## src/rtl/la_clkreqor.sv

```systemverilog
// N-channel clock-request combiner: ORs unmasked requests (plus force_on) into a
// registered clock-enable with programmable idle hysteresis before it drops.
module la_clkreqor #(
    parameter int N     = 4,
    parameter int HOLDW = 8,
    parameter     PROP  = "DEFAULT"
) (
    input  logic             clk,
    input  logic             reset,
    input  logic [N-1:0]     req,
    input  logic [N-1:0]     mask,
    input  logic [HOLDW-1:0] hold,
    input  logic             force_on,
    output logic             en,
    output logic [N-1:0]     grant,
    output logic             wake,
    output logic             busy
);

    typedef enum logic [1:0] {
        ST_OFF  = 2'd0,
        ST_ON   = 2'd1,
        ST_HOLD = 2'd2
    } state_t;

    state_t           state;
    state_t           next_state;
    logic [HOLDW-1:0] count;
    logic [HOLDW-1:0] next_count;
    logic             next_en;
    logic             next_wake;
    logic [N-1:0]     live_req;
    logic             any;

    assign live_req = req & ~mask;
    assign any      = (|live_req) | force_on;

    always_comb begin
        next_state = state;
        next_count = count;
        next_wake  = 1'b0;
        case (state)
            ST_OFF: begin
                if (any) begin
                    next_state = ST_ON;
                    next_wake  = 1'b1;
                end
            end
            ST_ON: begin
                if (!any) begin
                    if (hold != '0) begin
                        next_state = ST_HOLD;
                        next_count = hold - HOLDW'(1);
                    end else begin
                        next_state = ST_OFF;
                    end
                end
            end
            ST_HOLD: begin
                // A returning request beats expiry on the same edge; en never drops.
                if (any) begin
                    next_state = ST_ON;
                    next_count = '0;
                end else if (count == '0) begin
                    next_state = ST_OFF;
                end else begin
                    next_count = count - HOLDW'(1);
                end
            end
            default: begin
                next_state = ST_OFF;
                next_count = '0;
            end
        endcase
        next_en = (next_state != ST_OFF);
    end

    always_ff @(posedge clk) begin
        if (reset) begin
            state <= ST_OFF;
            count <= '0;
            en    <= 1'b0;
            grant <= '0;
            wake  <= 1'b0;
            busy  <= 1'b0;
        end else begin
            state <= next_state;
            count <= next_count;
            en    <= next_en;
            grant <= next_en ? live_req : '0;
            wake  <= next_wake;
            busy  <= next_en;
        end
    end

endmodule

```

## config.mk

```make
export PLATFORM = sky130hd
export DESIGN_NAME = la_clkreqor
export DESIGN_NICKNAME = d
export VERILOG_FILES = /design/src/rtl/la_clkreqor.sv
export SDC_FILE = /design/constraint.sdc
export NUM_CORES = 1
export LEC_CHECK = 0
export CORE_UTILIZATION = 49
export CTS_BUF_LIST = sky130_fd_sc_hd__clkbuf_16
export DETAILED_ROUTE_END_ITERATION = 10
export HOLD_SLACK_MARGIN = 0.15
export PLACE_DENSITY = 0.87
export RECOVER_POWER = 25
export SETUP_SLACK_MARGIN = 0.05
export SYNTH_ARGS = -nofsm -noshare
export SYNTH_HDL_FRONTEND = slang
export SYNTH_SLANG_ARGS = --single-unit
export TNS_END_PERCENT = 1
```

## constraint.sdc

```tcl
create_clock -name clk -period 2.1 [get_ports clk]
set_clock_uncertainty 0.05 [all_clocks]
set_input_delay 0.42 -clock clk [delete_from_list [all_inputs] [get_ports clk]]
set_output_delay 0.42 -clock clk [all_outputs]
set_load 0.02 [all_outputs]
```

==> images/met2.png <==
Scale: 6 px per µm.
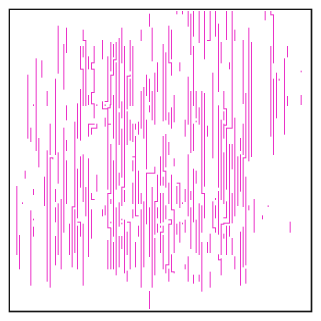
longest straight run = 23.5 µm
nets with wire on the layer = 170
main direction = vertical
share of all routed wire = 50%
met2 GRT Util: 47.3%
DRT Wirelength: 3140 µm
Via Count: 1158

==> images/met3.png <==
Scale: 6 px per µm.
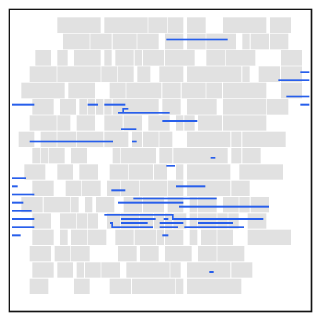
longest straight run = 14.9 µm
nets with wire on the layer = 33
wire length on this layer = 193 µm
main direction = horizontal
GRT met3 Usage: 3.09%

==> flow_metrics.py <==
# Metrics from the implementation run
metrics = {
    "final_timing": {
        "layout_setup_ws_ns": 0.0261,
        "timing.final.crit_share_pct": 98.8,
        "maxSlewViolCount": 0,
        "tightest_slew_ns": 0.402,
        "setup_viol": 0,
        "rsz0062_at_grt": "true",
        "tns_ns": 0,
        "holdWs_ns": 0.470,
        "min_period_ns": 2.07,
    },
    "global_route": {
        "grt_pass1_wl_um": 4930,
        "grtUsageMet1_pct": 31.3,
        "busiest_layer": "met2",
        "grt_max_degree": 10,
        "grt_pass1_vias": 1109,
        "overflow": 0,
    },
    "finish": {
        "clock_area_share_pct": 4.70,
        "inv_count": 7,
        "seq_area_share_pct": 19.1,
        "top_regs": "count x8, grant x4, state x2",
        "top_register": "count",
        "synthToLayoutAreaGrowth_pct": 47.7,
        "n_antenna_cell": 0,
        "clkbuf_count": 3,
        "sh_comb_area_pct": 48.8,
        "lay_top_cells": "buf_4 (17), dfxtp_1 (16), xnor2_1 (10), clkdlybuf4s50_1 (10), dlygate4sd2_1 (9)",
        "final_common_cell": "buf_4",
        "nets": 198,
        "largest_register_ff_count": 8,
    },
    "min_path": {
        "min_path_cells": 1,
        "min_to": "count[7]",
        "hold_path_class": "flip-flop to flip-flop",
    },
    "synthesis": {
        "ys_async_sr_fraction_pct": 0,
        "fp_nets": 153,
        "ys_sh_aoi_pct": 24.4,
        "ys_chip_area_um2": 1130,
        "yosys.area_share.adder_pct": 8.82,
        "ys_warn_count": 0,
        "ys_ff": 16,
        "mux_area_share_pct": 0,
        "synthSimpleGateAreaFrac_pct": 25.2,
        "ff_type": "dfxtp_1",
        "syn_area_per_cell_um2": 9.01,
        "syn_area_um2": 1130,
        "yosysTopAreaCell": "dfxtp_1",
    },
    "setup_path": {
        "cp_slowest_stage_delay_ns": 0.57,
        "crit_arrival_ns": 2.15,
        "criticalPathCategory": "primary input to flip-flop",
        "crit_slowest_cell": "or4_4",
        "critPathMaxFanout": 7,
        "worstPathRequired_ns": 2.17,
        "startpoint_type": "primary input",
    },
    "placed_design": {
        "dp_cells": 193,
        "place_ws_ns": -0.478,
        "placed_cell_area_um2": 1550,
        "dp_hpwl_um": 2410,
        "port_buffers": 25,
    },
    "clock_tree": {
        "clk_latency_ns": 0.25,
        "hold_buffers": 0,
        "postCtsSetupRepairBufs": 1,
        "cts_buffers": 3,
    },
    "detailed_routing": {
        "via_per_inst": 5.85,
        "met2RoutedLength_um": 1560,
        "wl_met1_um": 1330,
        "dr.pass1.iters": 4,
        "dr.max_layer_used": "met4",
    },
    "power": {
        "finalPower_uw": 1060,
        "pg_comb_uw": 352,
        "power_switching_uw": 312,
        "leakagePower_uw": 0.000676,
        "top_power_group": "clock",
        "pwr_density_cell_nw_per_um2": 629,
        "pg_seq_uw": 333,
    },
    "floorplan": {
        "initial_core_util_pct": 51.8,
        "taps": 28,
        "row_count": 17,
        "ios": 26,
        "core_um2": 2190,
    },
    "status": {
        "status": "complete, no violations",
    },
}
==> images/pdn.png <==
Scale: 8 px per µm. Pins as bars on the die edge. Tap cells in gray.
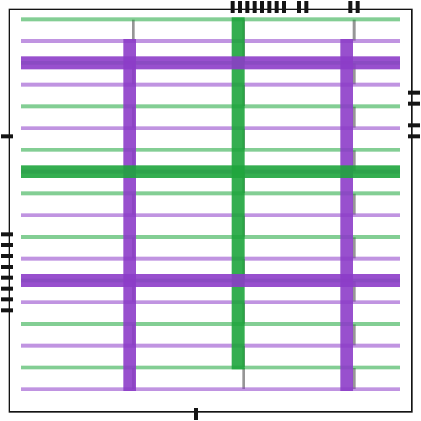
VDD -> green
VSS -> purple
tap cells = 28
signal pins = 26
met1 rails = 18
met4 straps = 3
Peak supply drop: 0.583 mV
die width: 50.1 µm

==> images/metal_stack.png <==
Scale: 8 px per µm.
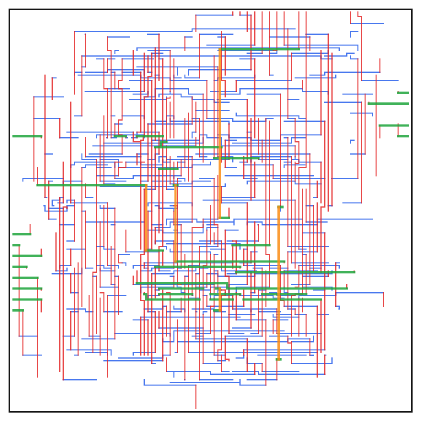
met1 -> blue  # wire length 1330 µm
met4 -> orange  # wire length 60.5 µm
met3 -> green  # wire length 193 µm
met2 -> red  # wire length 1560 µm
GR Util All Layers: 27.0%
Avg WL per Cell: 15.9 µm

[worst max path at each step]
stage            start        to  cells after the start
2_1_floorplan   req[1]  count[5]                      6
3_3_place_gp   mask[1]  grant[1]                      6
3_5_place_dp   mask[1]  count[3]                      8
4_1_cts        hold[3]  count[6]                      7
5_1_grt        hold[3]  count[5]                      7
6_report        req[0]  count[2]                      6
[Yosys cell counts (2+ instances only)]
cell type and instances:
a21oi_2 4, xor2_1 2, nand4_1 5, nor4_1 2
nand2_1 8, nor3_1 5, or4_4 2, nor3b_1 3
xnor2_1 10, clkbuf_1 2, inv_1 7, a21oi_1 4
o31ai_1 2, nor3_2 2, o32ai_1 6, dfxtp_1 16
a32o_1 3, nor2_1 7, ha_1 8, a22o_1 3
nor2b_1 4, o21ai_0 3
Power is estimated from default activity; no workload was simulated.
